Fig. 1: run 1, cell outlines without signal wires
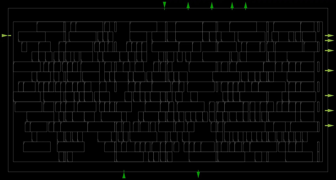
Fig. 2: run 1, cells by drive strength
(6 px per µm)
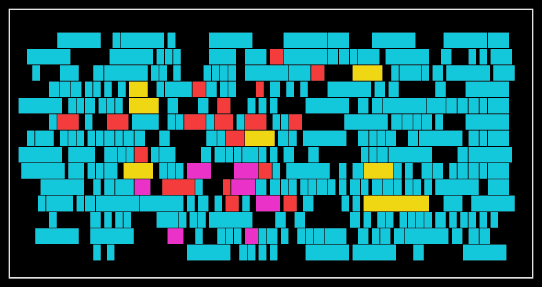
Fig. 3: run 1, signal wires by layer
(6 px per µm) Only two layers are drawn.
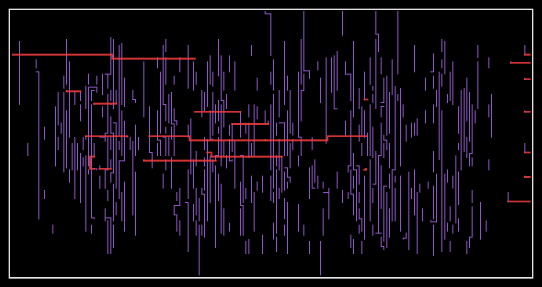
Fig. 4: run 1, logic cells by family
(6 px per µm)
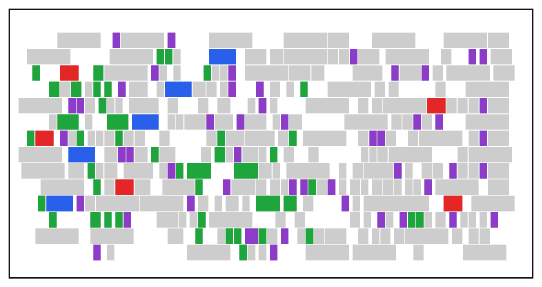
**src/rtl/uart_rx_cfg.sv**
```systemverilog
// uart_rx_cfg: parametrised UART receiver with a one-cycle valid strobe and parity/framing error flags.
// Ports: clk; rst_n (synchronous, active low); i_rx (async serial line, idle high);
//   o_data / o_parity_err / o_frame_err (result of the last frame, updated with o_valid);
//   o_valid (one-cycle strobe); o_busy (high from start-edge detection until back in S_IDLE).
// Option: define UART_RX_MAJORITY_EN to take every bit as the 2-of-3 majority around its centre.
module uart_rx_cfg #(
  parameter int CLK_PER_BIT = 868,
  parameter int DATA_BITS   = 8,
  parameter int PARITY      = 0,
  parameter int STOP_BITS   = 1
) (
  input  logic                 clk,
  input  logic                 rst_n,
  input  logic                 i_rx,
  output logic [DATA_BITS-1:0] o_data,
  output logic                 o_valid,
  output logic                 o_parity_err,
  output logic                 o_frame_err,
  output logic                 o_busy
);
`ifdef UART_RX_MAJORITY_EN
  localparam int MIN_CPB = 8;
  localparam int DLY     = 1;
`else
  localparam int MIN_CPB = 4;
  localparam int DLY     = 0;
`endif
  localparam int CW       = $clog2(CLK_PER_BIT);
  localparam int IW       = $clog2(DATA_BITS);
  localparam int HALF     = (CLK_PER_BIT - 1) / 2;
  localparam int START_PT = HALF + DLY;

  if (CLK_PER_BIT < MIN_CPB || DATA_BITS < 5 || DATA_BITS > 9 || PARITY < 0 || PARITY > 2 ||
      STOP_BITS < 1 || STOP_BITS > 2) begin : g_bad_param
    $error("uart_rx_cfg: illegal parameter value");
  end

  typedef enum logic [2:0] {S_IDLE, S_START, S_DATA, S_PARITY, S_STOP, S_BREAK} state_t;

  state_t               state;
  logic                 rx_m, rx_s, bit_v;
  logic [CW-1:0]        cnt;
  logic [IW-1:0]        bit_idx;
  logic [DATA_BITS-1:0] data;
  logic                 perr, ferr;
  logic                 bit_tick, start_tick, last_bad;

  always_ff @(posedge clk) begin
    if (!rst_n) {rx_s, rx_m} <= 2'b11;
    else        {rx_s, rx_m} <= {rx_m, i_rx};
  end

`ifdef UART_RX_MAJORITY_EN
  // hist holds rx_s at centre-1 and centre when the decision is taken at centre+1
  logic [1:0] hist;
  always_ff @(posedge clk) begin
    if (!rst_n) hist <= 2'b11;
    else        hist <= {hist[0], rx_s};
  end
  assign bit_v = (hist[1] & hist[0]) | (hist[1] & rx_s) | (hist[0] & rx_s);
`else
  assign bit_v = rx_s;
`endif

  // every later decision falls a full bit period after the start-bit decision,
  // so the majority delay shifts all of them uniformly
  assign bit_tick   = cnt == CW'(CLK_PER_BIT - 1);
  assign start_tick = cnt == CW'(START_PT);
  assign last_bad   = ferr | ~bit_v;

  always_ff @(posedge clk) begin
    if (!rst_n) begin
      state        <= S_IDLE;
      cnt          <= '0;
      bit_idx      <= '0;
      data         <= '0;
      perr         <= 1'b0;
      ferr         <= 1'b0;
      o_data       <= '0;
      o_valid      <= 1'b0;
      o_parity_err <= 1'b0;
      o_frame_err  <= 1'b0;
      o_busy       <= 1'b0;
    end else begin
      o_valid <= 1'b0;
      cnt     <= bit_tick ? '0 : cnt + 1'b1;
      case (state)
        S_IDLE: begin
          cnt <= '0;
          if (!rx_s) begin
            state  <= S_START;
            o_busy <= 1'b1;
          end
        end
        S_START: if (start_tick) begin
          cnt     <= '0;
          bit_idx <= '0;
          perr    <= 1'b0;
          ferr    <= 1'b0;
          if (bit_v) begin
            state  <= S_IDLE;
            o_busy <= 1'b0;
          end else state <= S_DATA;
        end
        S_DATA: if (bit_tick) begin
          data    <= {bit_v, data[DATA_BITS-1:1]};
          bit_idx <= bit_idx + 1'b1;
          if (bit_idx == IW'(DATA_BITS - 1)) begin
            bit_idx <= '0;
            state   <= (PARITY != 0) ? S_PARITY : S_STOP;
          end
        end
        S_PARITY: if (bit_tick) begin
          perr  <= (^data ^ bit_v) != (PARITY == 1);
          state <= S_STOP;
        end
        S_STOP: if (bit_tick) begin
          bit_idx <= bit_idx + 1'b1;
          ferr    <= last_bad;
          // strobe at the last stop centre so an immediately following start bit is seen
          if (bit_idx == IW'(STOP_BITS - 1)) begin
            o_data       <= data;
            o_parity_err <= perr;
            o_frame_err  <= last_bad;
            o_valid      <= 1'b1;
            o_busy       <= last_bad;
            state        <= last_bad ? S_BREAK : S_IDLE;
          end
        end
        S_BREAK: if (rx_s) begin
          state  <= S_IDLE;
          o_busy <= 1'b0;
        end
        default: state <= S_IDLE;
      endcase
    end
  end
endmodule
```
**config.mk**
```make
export PLATFORM = sky130hd
export DESIGN_NAME = uart_rx_cfg
export DESIGN_NICKNAME = d
export VERILOG_FILES = /design/src/rtl/uart_rx_cfg.sv
export SDC_FILE = /design/constraint.sdc
export NUM_CORES = 1
export LEC_CHECK = 0
export ABC_AREA = 1
export CORE_ASPECT_RATIO = 0.5
export CORE_MARGIN = 1
export CORE_UTILIZATION = 55
export CTS_BUF_LIST = sky130_fd_sc_hd__clkbuf_8 sky130_fd_sc_hd__clkbuf_16
export CTS_CLUSTER_SIZE = 16
export DETAILED_ROUTE_END_ITERATION = 6
export PLACE_DENSITY = 0.76
export SYNTH_ARGS = -nofsm -noshare
export SYNTH_HDL_FRONTEND = slang
export SYNTH_SLANG_ARGS = --single-unit
```
**constraint.sdc**
```tcl
create_clock -name clk -period 2.3 [get_ports clk]
set_input_delay 0.345 -clock clk [delete_from_list [all_inputs] [get_ports clk]]
set_output_delay 0.345 -clock clk [all_outputs]
set_load 0.03 [all_outputs]
```
==> results.ini, run 1 <==
[yosys]
syn_area_per_cell_um2 = 7.05
yosys_area_um2 = 1990
ys_seq_share_pct = 40.3
fp_nets = 290
aoi_share_pct = 13.6
synthTopCellsByArea = dfxtp_1, nand2_1, inv_1
ys_seq_elements = 40
yosys.area.top_type = dfxtp_1
netlist-cell-type-count = 29
xor_share_pct = 2.20
edf_count = 0
mux_share_pct = 0
yosysTopAreaCellShare_pct = 40.3
async_reset_ff_share_pct = 0
yosys_cells = 282
ys_sh_simple_pct = 30.5
top_cell = nand2_1
ys_top_logic_family = simple AND/OR/NAND/NOR gates
yosysWarnings = 0
ys.flop_type = dfxtp_1
syn_area_um2 = 1990
syn_inst = 282
synthTopCellsByCount = nand2_1, inv_1, dfxtp_1, nor2_1, a21oi_1
synthAdderAreaFrac_pct = 3.15

[sta]
slew_headroom_pct = 68.8
finalSetupViolations = 0
fin_crit_sh_pct = 78.1
max_freq_mhz = 557
setup_tns_ns = 0
tightest_slew_ns = 0.468
layout_min_cycle_time_ns = 1.80
grt_setup_unrepaired = no
final.setup_skew_ns = 0.00852
slew_viol_final = 0
holdWs_ns = 0.421
finalHoldViolCount = 0
timing.final.ws_setup_ns = 0.504

[cells_and_area]
largestClassByArea = combinational gates
drive_above_1_share_pct = 10.6
n_antenna_cell = 0
lay_top_count = nand2_1
postLayoutCoreUtil_pct = 71.5
area_delta_synth_final_pct = 15.4
n_fill_cell = 287
inverters_excl_clock = 49
layout.nets = 309
nonClkBufAreaFrac_pct = 6.44
seq_area_um2 = 801
final_area_um2 = 2290
fin_cells = 350
mostFrequentLayoutCells = nand2_1, inv_1, dfxtp_1
clock_area_share_pct = 5.02
logic_gates = 190
comb_share_pct = 42.9
nNonClkBuffers = 15
sh_seq_area_pct = 34.9
nClkBuffers = 5
mi_logic_area_um2 = 983

[clocking]
htree_levels = 2
cts_root_buf = clkbuf_8
clkLatencyLatePin_ns = 0.29
cts_buffer_depth = 2
hold_buffers = 0
clock_sinks = 40
post_cts_buffers = 0
tritoncts = built
cts-buffers-inserted = 5
cts-resized-gates = 0
clk_pin_slew_worst_paths_ns = 0.08

[detailed_routing]
drtAntennaViolNets = 0
drt_iter0_markers = 62
viasPerCell = 5.03
drt_pass1_iterations = 5
route.vias.total = 1762
wl_mm = 3.86
drc_errors = 0
drt-wirelength-per-cell_um = 11.0

[worst_setup_path]
r2r_cells = 8
cp-start-kind = register
cp_max_fo = 10
r2r_slack_ns = 0.50
worstPathArrival_ns = 1.98
path_class = reg -> reg
path_delay_family = simple AND/OR/NAND/NOR gates
critPathLaunch = cnt[0]
cp_cell_sequence = ha_1 -> nand3_1 -> nor2_1 -> nand2_2 -> inv_1 -> nand3_1 -> o21ai_0 -> a21oi_1
cpMostUsedCell = nand3_1
cp-end-kind = register
critPathMaxStageDelay_ns = 0.39
critPathBufInv = 1
crit_path_top_delay_cell = dfxtp_1
r2r_end = o_data[2]
critPathRequiredTime_ns = 2.48
reg2reg_from = cnt[0]

[flow_run]
timing.max_cap.violations = 0
warnings = 28

[hold_path]
worstHoldPathCells = 1
min_to = bit_v
worst_hold_path_type = reg -> reg
min_from = rx_m

[placed_design]
dp_slack_ns = 0.494
dp.cells = 342
io_buffer_count = 14
dp_hpwl_mm = 2.80
gp_congestion = 0.877
dpl_cell_area_um2 = 2180

[floorplan]
fp_util_pct = 62.0
die_y_um = 44.5
core.rowCount = 14
taps = 48
dieArea_um2 = 3870
io_pins = 15
fp.dieW_um = 87

[global_route]
grt_pass1_wl_mm = 6.79
antenna_found_initial = 0
grt_pass1_vias = 1594
grt_max_degree = 23
grt_usage_pct = 23.1
grt-ovfl-total = 0

[pwr]
power_density_nw_per_um2 = 957
power.leakage_nw = 0.969
finalPower_w = 0.00219
irDropWorstVdd_mv = 0.564

[run_status]
status = finished, final reports clean

## Picture notes: Fig. 1
seq_cells: 40
core area: 3210 µm²

## Picture notes: Fig. 2
legend:
  _6 and larger:
    colour: yellow
    cells: 7
    share: 2.3%
    most_used: clkbuf_8
  _2 cells:
    colour: red
    cells: 18
    share: 6.0%
    most_used: nand2_2
  _3 and _4 cells:
    colour: magenta
    cells: 7
    share: 2.3%
    most_used: nor2_4
  _0 and _1 cells:
    colour: cyan
    cells: 270
    share: 89%
    most_used: nand2_1

## Picture notes: Fig. 3
legend:
  metal 2:
    colour: purple
    wire_length: 1,770 µm
  metal 3:
    colour: red
    wire_length: 137 µm

## Picture notes: Fig. 4
legend:
  XOR/XNOR gates:
    colour: red
    cells: 5
    most_used: xnor2_1
  inverters:
    colour: purple
    cells: 49
    most_used: inv_1
  adder and majority cells:
    colour: blue
    cells: 5
    most_used: ha_1
  NOR gates:
    colour: green
    cells: 44
    most_used: nor2_1

==> run 1: kinds of logic (layout without fill, tap and decap cells) <==
family / after synthesis / in the layout
AND-OR/OR-AND: 50 / 50
XOR/XNOR: 5 / 5
adder cells (fa/ha/maj): 5 / 5
buffers and inverters: 52 / 72
flip-flops: 40 / 40
AND/OR/NAND/NOR: 130 / 130
==> run 1: worst register-to-register path, stage by stage, from the launching register on <==
cell	delay (ns)
dfxtp_1	0.39
ha_1	0.26
nand3_1	0.09
nor2_1	0.12
nand2_2	0.14
inv_1	0.11
nand3_1	0.25
o21ai_0	0.26
a21oi_1	0.06
==> run 1: where the power goes <==
| part | internal [W] | switching, W |
|---|---|---|
| Sequential | 0.000757 | 0.0000720 |
| Clock | 0.000327 | 0.000261 |
| Combinational | 0.000272 | 0.000505 |
| Total | 0.00136 | 0.000838 |
==> run 1: state kept, by name, indices dropped and copies added (netlist names), 3 cells and up <==
signal and flops:
o_data 8, data 8, state 3, cnt 10
bit_idx 3
==> run 1: metal layers <==
layer / wire length [µm] / GRT usage (%) / share of wire [%] / vias up
li1: - / - / - / 931
met1: 1930 / 28.3 / 50 / 797
met2: 1770 / 39.8 / 46 / 29
met3: 136 / 7.09 / 3.5 / 5
met4: 20 / 7.00 / 0.52 / 0
met5: 0 / 0 / 0 / -
==> run 1: how the worst max path moves through the flow <==
stage / to / slack [ns] / cells after the start
3_5_place_dp: o_data[2] / 0.49 / 8
4_1_cts: o_data[2] / 0.50 / 8
6_report: o_data[2] / 0.50 / 8
5_1_grt: o_data[0] / 0.30 / 8
3_3_place_gp: o_data[3] / 0.61 / 8
2_1_floorplan: data[5] / 0.79 / 9
==> run 2: changes to the inputs <==
--- a/config.mk
+++ b/config.mk
@@ -8,11 +8,11 @@
 export ABC_AREA = 1
 export CORE_ASPECT_RATIO = 0.5
 export CORE_MARGIN = 1
-export CORE_UTILIZATION = 55
+export CORE_UTILIZATION = 52
 export CTS_BUF_LIST = sky130_fd_sc_hd__clkbuf_8 sky130_fd_sc_hd__clkbuf_16
 export CTS_CLUSTER_SIZE = 16
 export DETAILED_ROUTE_END_ITERATION = 6
-export PLACE_DENSITY = 0.76
+export PLACE_DENSITY = 0.75
 export SYNTH_ARGS = -nofsm -noshare
 export SYNTH_HDL_FRONTEND = slang
 export SYNTH_SLANG_ARGS = --single-unit
==> constraint.sdc (replaced) <==
create_clock -name clk -period 1.6 [get_ports clk]
set_input_delay 0.24 -clock clk [delete_from_list [all_inputs] [get_ports clk]]
set_output_delay 0.24 -clock clk [all_outputs]
set_load 0.03 [all_outputs]
Fig. 5: run 2, signal wires by layer
(6 px per µm) Only two layers are drawn.
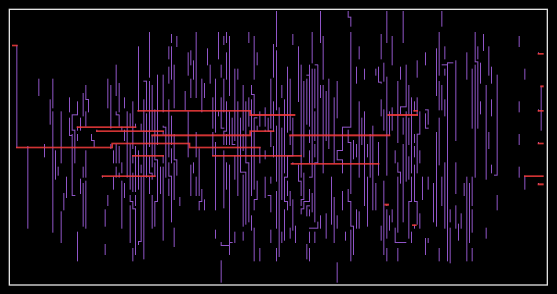
legend:
  metal 2:
    colour: purple
    wire_length: 2,040 µm
  metal 3:
    colour: red
    wire_length: 182 µm

==> run 2 against run 1 <==
First-iteration DRC count rose by 31%. Count of clock-buffer cells in the layout unchanged. Total power increased by 56%. Synthesized cell count did not move. Via count up 2.6%. Worst setup slack got worse by 0.45 ns. Wire length increased by 7.8%. Clock power is 44% higher. Sequential share of layout area shrank 2.4 points. Final area grew 8.5%. Die size up 5.6%. Critical endpoint is now o_busy. Largest power group is now combinational cells.
==> results.ini, run 2 <==
[yosys]
ys_seq_elements = 40  ; unchanged
synthAdderAreaFrac_pct = 3.15  ; unchanged
ys.flop_type = dfxtp_1
ys_top_logic_family = simple AND/OR/NAND/NOR gates
xor_share_pct = 2.20  ; unchanged
ys_seq_share_pct = 40.3  ; unchanged
async_reset_ff_share_pct = 0  ; unchanged
netlist-cell-type-count = 29  ; unchanged
synthTopCellsByArea = dfxtp_1, nand2_1, inv_1
yosysTopAreaCellShare_pct = 40.3  ; unchanged
yosysWarnings = 0  ; unchanged
top_cell = nand2_1
yosys_cells = 282  ; unchanged
aoi_share_pct = 13.6  ; unchanged
syn_area_um2 = 1990  ; unchanged
yosys_area_um2 = 1990  ; unchanged
syn_inst = 282  ; unchanged
ys_sh_simple_pct = 30.5  ; unchanged
fp_nets = 290  ; unchanged
yosys.area.top_type = dfxtp_1
synthTopCellsByCount = nand2_1, inv_1, dfxtp_1, nor2_1, a21oi_1
edf_count = 0  ; unchanged
syn_area_per_cell_um2 = 7.05  ; unchanged
mux_share_pct = 0  ; unchanged

[sta]
slew_viol_final = 0  ; unchanged
setup_tns_ns = 0  ; unchanged
final.setup_skew_ns = 0.00804  ; -0.000483 ns
slew_headroom_pct = 76.7  ; +7.9 points
finalHoldViolCount = 0  ; unchanged
finalSetupViolations = 0  ; unchanged
tightest_slew_ns = 0.349  ; -0.119 ns
fin_crit_sh_pct = 96.7
max_freq_mhz = 646
layout_min_cycle_time_ns = 1.55

[cells_and_area]
largest_reg_flops = 10  ; unchanged
mostFrequentLayoutCells = nand2_1, inv_1, dfxtp_1
fin_cells = 364  ; +4.0%
n_fill_cell = 298  ; +3.8%
lay_top_count = nand2_1
largest-register = cnt
n_antenna_cell = 0  ; unchanged
area_delta_synth_final_pct = 25.2
final_area_um2 = 2490  ; +8.5%
drive_above_1_share_pct = 18.8  ; +8.3 points
layout.nets = 320  ; +3.6%
largest_registers = cnt (10), data (8), o_data (8)

[worst_setup_path]
critPathBufInv = 1  ; unchanged
crit_path_top_delay_cell = clkdlybuf4s50_1
cp_max_fo = 2  ; -8
path_class = reg -> out
r2r_cells = 11  ; +3
critPathMaxStageDelay_ns = 0.67  ; +0.28 ns
cp_cell_sequence = clkdlybuf4s50_1
cp-end-kind = output port
critPathRequiredTime_ns = 1.36  ; -1.12 ns
reg2reg_from = cnt[0]
cp-start-kind = register
r2r_slack_ns = 0.09  ; -0.41 ns
worstPathArrival_ns = 1.31  ; -0.67 ns
path_delay_family = buffers and inverters
r2r_end = state[1]

[detailed_routing]
drtAntennaViolNets = 0  ; unchanged
highest_layer = met4
drc_errors = 0  ; unchanged
dr_wl_met2_mm = 2.04  ; +15%
viasPerCell = 4.97  ; -1.3%
drt_iter0_markers = 81  ; +31%
m1WireLength_mm = 1.90  ; -1.8%
drt_pass1_iterations = 4  ; -1
route.vias.total = 1808  ; +2.6%
drt-wirelength-per-cell_um = 11.4  ; +3.7%
wl_met3_um = 181  ; +33%
wl_mm = 4.17  ; +7.8%

[hold_path]
worst_hold_path_type = reg -> reg
min_to = bit_v
min_from = rx_m
worstHoldPathCells = 1  ; unchanged

[global_route]
antenna_found_initial = 0  ; unchanged
grt_max_degree = 20  ; -13%
grt_pass1_wl_mm = 6.33  ; -6.7%
use_met3_pct = 5.98  ; -1.1 points
grtUsageMet2_pct = 35.0  ; -4.9 points
grt_usage_pct = 21.2  ; -1.8 points
grt_pass1_vias = 1456  ; -8.7%
grt-ovfl-total = 0  ; unchanged
grt.busiest_layer = met2
grt_use_met1_pct = 26.8  ; -1.5 points

[clocking]
clk_pin_slew_worst_paths_ns = 0.09  ; about the same
clock_sinks = 40  ; unchanged
tritoncts = built
cts_root_buf = clkbuf_8
hold_buffers = 0  ; unchanged
htree_levels = 2  ; unchanged
clkLatencyLatePin_ns = 0.29  ; about the same
cts-buffers-inserted = 5  ; unchanged
cts_buffer_depth = 2  ; unchanged

[floorplan]
die_y_um = 45.7  ; +2.7%
dieArea_um2 = 4090  ; +5.6%
core.rowCount = 15  ; +1
fp_util_pct = 56.0  ; -6.0 points
io_pins = 15  ; unchanged
fp.dieW_um = 89.4  ; +2.8%

[placed_design]
gp_congestion = 0.927  ; +5.7%
dp_hpwl_mm = 2.87  ; +2.3%
io_buffer_count = 14  ; unchanged
dpl_cell_area_um2 = 2220  ; +1.9%
dp.cells = 350  ; +2.3%

[pwr]
power_density_nw_per_um2 = 1380  ; +44%
irDropWorstVdd_mv = 0.681  ; +21%
power.leakage_nw = 1.06  ; +9.8%

[flow_run]
warnings = 28  ; unchanged
timing.max_cap.violations = 0  ; unchanged

[run_status]
status = finished, final reports clean

Fig. 6: run 2, cell outlines without signal wires
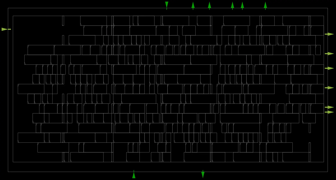
flop share of the area: 32.5%
core area: 3550 µm²
TAP cells: 51

run 2: cell counts after synthesis:
No cell type changed its count.
run 2: cells by family after synthesis:
family                   Yosys count
XOR/XNOR                           5
buffers and inverters             52
flip-flops                        40
AND/OR/NAND/NOR                  130
adder cells (fa/ha/maj)            5
AND-OR/OR-AND                     50
run 2: where the power goes:
group	total, W	switching (W)	internal [W]
Combinational	0.00138	0.000851	0.000527
Clock	0.000844	0.000374	0.000470
Sequential	0.00121	0.000112	0.00110
Total	0.00343	0.00134	0.00209
run 2: stage by stage:
step	worst slack [ns]	hold WS (ns)	total power, W	utilization [%]
floorplan	0.0908	0.347	0.00211	-
global placement	0.0242	0.403	0.00233	62.6
detailed placement	-0.0158	0.410	0.00237	62.6
CTS	0.0359	0.431	0.00322	66.0
global route	-0.00669	0.444	0.00365	70.1
finish	0.0525	0.432	0.00343	70.1
run 2: how the worst max path moves through the flow:
stage | start | end | slack, ns | cells past startpoint
2_1_floorplan | cnt[0] | data[6] | 0.09 | 9
5_1_grt | cnt[1] | bit_idx[0] | -0.007 | 11
4_1_cts | cnt[0] | state[1] | 0.04 | 11
3_3_place_gp | cnt[0] | o_data[2] | 0.02 | 8
6_report | o_busy | o_busy | 0.05 | 1
3_5_place_dp | cnt[0] | o_parity_err | -0.02 | 8
run 2: repair_timing:
action,4_1_cts,5_1_grt
gates resized,1,29
pin swaps,0,12
gates cloned,0,0
setup endpoints to repair,9,36
buffers inserted,0,6
run 2: area by class of cell:
type | count | area [µm²] | share of cell area (%)
multi-input combinational | 190 | 1080 | 43.4
sequential | 40 | 810 | 32.5
timing repair buffer | 26 | 233 | 9.36
inverter | 49 | 186 | 7.49
clock buffer | 5 | 68.8 | 2.77
tap | 51 | 63.8 | 2.57
clock inverter | 3 | 46.3 | 1.86
==> run 3: changes to the inputs <==
--- a/config.mk
+++ b/config.mk
@@ -6,6 +6,7 @@
 export NUM_CORES = 1
 export LEC_CHECK = 0
 export ABC_AREA = 1
+export CAP_MARGIN = 20
 export CORE_ASPECT_RATIO = 0.5
 export CORE_MARGIN = 1
 export CORE_UTILIZATION = 52
Fig. 7: run 3, wire density map
(4 px per µm) 18 x 9 tiles, from dark purple (low) to yellow (high), scaled to the fullest tile. Values are wire area over tile area, all layers added.
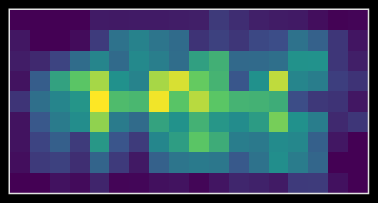
mean over tiles: 0.16
fullest tile: 0.52
tiles over half the peak: 22%
nearly empty tiles: 11%
densest ninth of the die: middle
emptiest ninth of the die: top left

==> run 3 against run 2 <==
Fmax did not move. First-iteration DRC count did not move. Clock skew did not move. Critical path type unchanged.
==> results.ini, run 3 <==
[yosys]
syn_inst = 282  ; unchanged
edf_count = 0  ; unchanged
aoi_share_pct = 13.6  ; unchanged
yosys.area.top_type = dfxtp_1
ys_seq_elements = 40  ; unchanged
mux_share_pct = 0  ; unchanged
ys_seq_share_pct = 40.3  ; unchanged
yosysTopAreaCellShare_pct = 40.3  ; unchanged
xor_share_pct = 2.20  ; unchanged
netlist-cell-type-count = 29  ; unchanged
syn_area_um2 = 1990  ; unchanged
yosysWarnings = 0  ; unchanged
yosys_cells = 282  ; unchanged
ys_sh_simple_pct = 30.5  ; unchanged
synthTopCellsByArea = dfxtp_1, nand2_1, inv_1
async_reset_ff_share_pct = 0  ; unchanged
ys_top_logic_family = simple AND/OR/NAND/NOR gates
top_cell = nand2_1
syn_area_per_cell_um2 = 7.05  ; unchanged
ys.flop_type = dfxtp_1
yosys_area_um2 = 1990  ; unchanged
synthTopCellsByCount = nand2_1, inv_1, dfxtp_1, nor2_1, a21oi_1
fp_nets = 290  ; unchanged
synthAdderAreaFrac_pct = 3.15  ; unchanged

[placed_design]
dp_hpwl_mm = 2.87  ; unchanged
dp_slack_ns = -0.0158  ; unchanged
gp_congestion = 0.927  ; unchanged
io_buffer_count = 14  ; unchanged

[pwr]
switching_power_w = 0.00134  ; unchanged
seq_cell_power_w = 0.00121  ; about the same
p_sw_share_pct = 39.0  ; unchanged
clkPwrFrac_pct = 24.6  ; about the same
power.leakage_nw = 1.06  ; unchanged
pwr-share-seq_pct = 35.2  ; about the same
p_comb_w = 0.00138  ; about the same
combPwrFrac_pct = 40.2  ; about the same
power_density_nw_per_um2 = 1380  ; unchanged
irDropWorstVdd_mv = 0.681  ; unchanged
internal-power_w = 0.00209  ; unchanged
power_clock_w = 0.000844  ; about the same
power.group.top = combinational cells

[clocking]
tritoncts = built
clkLatencyLatePin_ns = 0.29  ; about the same
hold_buffers = 0  ; unchanged
cts_buffer_depth = 2  ; unchanged
clk_pin_slew_worst_paths_ns = 0.09  ; about the same
cts_root_buf = clkbuf_8
cts-buffers-inserted = 5  ; unchanged
clock_sinks = 40  ; unchanged

[detailed_routing]
drt-wirelength-per-cell_um = 11.4  ; unchanged
drt_iter0_markers = 81  ; unchanged
drt_pass1_iterations = 4  ; unchanged
drc_errors = 0  ; unchanged
drtAntennaViolNets = 0  ; unchanged
dr_wl_met2_mm = 2.04  ; unchanged
wl_met3_um = 181  ; unchanged
m1WireLength_mm = 1.90  ; unchanged
wl_mm = 4.17  ; unchanged
route.vias.total = 1808  ; unchanged
viasPerCell = 4.97  ; unchanged
highest_layer = met4

[cells_and_area]
mostFrequentLayoutCells = nand2_1, inv_1, dfxtp_1
mi_logic_area_um2 = 1080  ; unchanged
fin_cells = 364  ; unchanged
area_delta_synth_final_pct = 25.2  ; unchanged
n_fill_cell = 298  ; unchanged
postLayoutCoreUtil_pct = 70.1  ; unchanged
drive_above_1_share_pct = 18.8  ; unchanged
n_antenna_cell = 0  ; unchanged
seq_area_um2 = 810  ; unchanged
lay_top_count = nand2_1
largest-register = cnt
layout.nets = 320  ; unchanged
largest_registers = cnt (10), data (8), o_data (8)

[worst_setup_path]
cp_max_fo = 2  ; unchanged
path_class = reg -> out
r2r_cells = 11  ; unchanged
path_delay_family = buffers and inverters
r2r_slack_ns = 0.09  ; about the same
reg2reg_from = cnt[0]
critPathMaxStageDelay_ns = 0.67  ; about the same
critPathRequiredTime_ns = 1.36  ; about the same
cp-end-kind = output port
critPathBufInv = 1  ; unchanged
worstPathArrival_ns = 1.31  ; about the same
cp_cell_sequence = clkdlybuf4s50_1
crit_path_top_delay_cell = clkdlybuf4s50_1
cp-start-kind = register
r2r_end = state[1]
critPathLaunch = o_busy

[sta]
finalHoldViolCount = 0  ; unchanged
slew_headroom_pct = 76.7  ; unchanged
finalSetupViolations = 0  ; unchanged
timing.final.ws_setup_ns = 0.0525  ; unchanged
slew_viol_final = 0  ; unchanged
tightest_slew_ns = 0.349  ; unchanged
final.setup_skew_ns = 0.00804  ; unchanged
layout_min_cycle_time_ns = 1.55  ; unchanged
fin_crit_sh_pct = 96.7  ; unchanged
max_freq_mhz = 646  ; unchanged

[hold_path]
min_to = bit_v
worstHoldPathCells = 1  ; unchanged
worst_hold_path_type = reg -> reg
min_from = rx_m

[floorplan]
fp_util_pct = 56.0  ; unchanged
core.rowCount = 15  ; unchanged
io_pins = 15  ; unchanged
die_y_um = 45.7  ; unchanged
dieArea_um2 = 4090  ; unchanged
coreArea_um2 = 3550  ; unchanged

[global_route]
grt_usage_pct = 21.2  ; unchanged
grt_pass1_wl_mm = 6.33  ; unchanged
grt-ovfl-total = 0  ; unchanged
grt_max_degree = 20  ; unchanged
grt_pass1_vias = 1456  ; unchanged

[flow_run]
timing.max_cap.violations = 0  ; unchanged

[run_status]
status = finished, final reports clean

Fig. 8: run 3, logic cells by family
(6 px per µm)
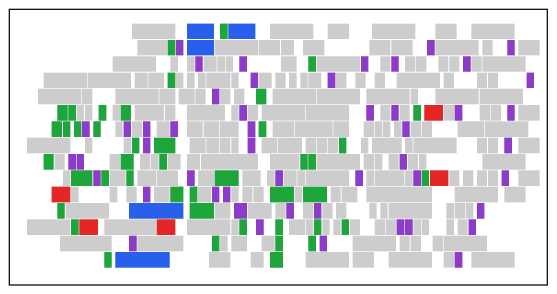
legend:
  NOR gates:
    colour: green
    cells: 44
    most_used: nor2_1
  XOR/XNOR gates:
    colour: red
    cells: 5
    most_used: xnor2_1
  inverters:
    colour: purple
    cells: 49
    most_used: inv_1
  adder and majority cells:
    colour: blue
    cells: 5
    most_used: ha_1

[run 3: cell counts after synthesis]
No cell type changed its count.
[run 3: worst max path at each step]
stage	endpoint	slack, ns	depth (start not counted)
6_report	o_busy	0.05	1
5_1_grt	bit_idx[0]	-0.007	11
4_1_cts	state[1]	0.04	11
3_5_place_dp	o_parity_err	-0.02	8
3_3_place_gp	o_data[2]	0.02	8
2_1_floorplan	data[6]	0.09	9
[run 3: timing repair]
item,in CTS,in global routing
buffers inserted,0,6
resized,1,29
pin swaps,0,12
setup endpoints to repair,9,36
hold endpoints to repair,0,0
[run 3: final cells by class]
class                   instances  area share, %
clock buffers                   5           2.77
clock inverters                 3           1.86
inverters                      49           7.49
multi-input cells             190           43.4
flip-flops and latches         40           32.5
well taps                      51           2.57
repair buffers                 26           9.36
[run 3: stage by stage]
| step | TNS, ns | power [W] | area, µm² |
|---|---|---|---|
| CTS | 0 | 0.00322 | 2340 |
| global placement | 0 | 0.00233 | 2220 |
| detailed placement | -0.0634 | 0.00237 | 2220 |
| global route | -0.00669 | 0.00365 | 2490 |
| finish | 0 | 0.00343 | 2490 |
| floorplan | 0 | 0.00211 | 1990 |
[run 3: routing by layer]
| metal | global-route usage (%) | vias to the layer above |
|---|---|---|
| met5 | 0 | - |
| li1 | - | 950 |
| met3 | 5.98 | 6 |
| met2 | 35.0 | 33 |
| met4 | 8.57 | 0 |
| met1 | 26.8 | 819 |
[run 3: logic make-up (layout without fill, tap and decap cells)]
family / count (synthesis) / in the layout
xor+xnor: 5 / 5
flops: 40 / 40
compound gates: 50 / 50
buf+inv: 52 / 83
simple gates: 130 / 130
fa+ha+maj: 5 / 5
Power figures rest on the tool's default switching activity, not on a simulated workload.
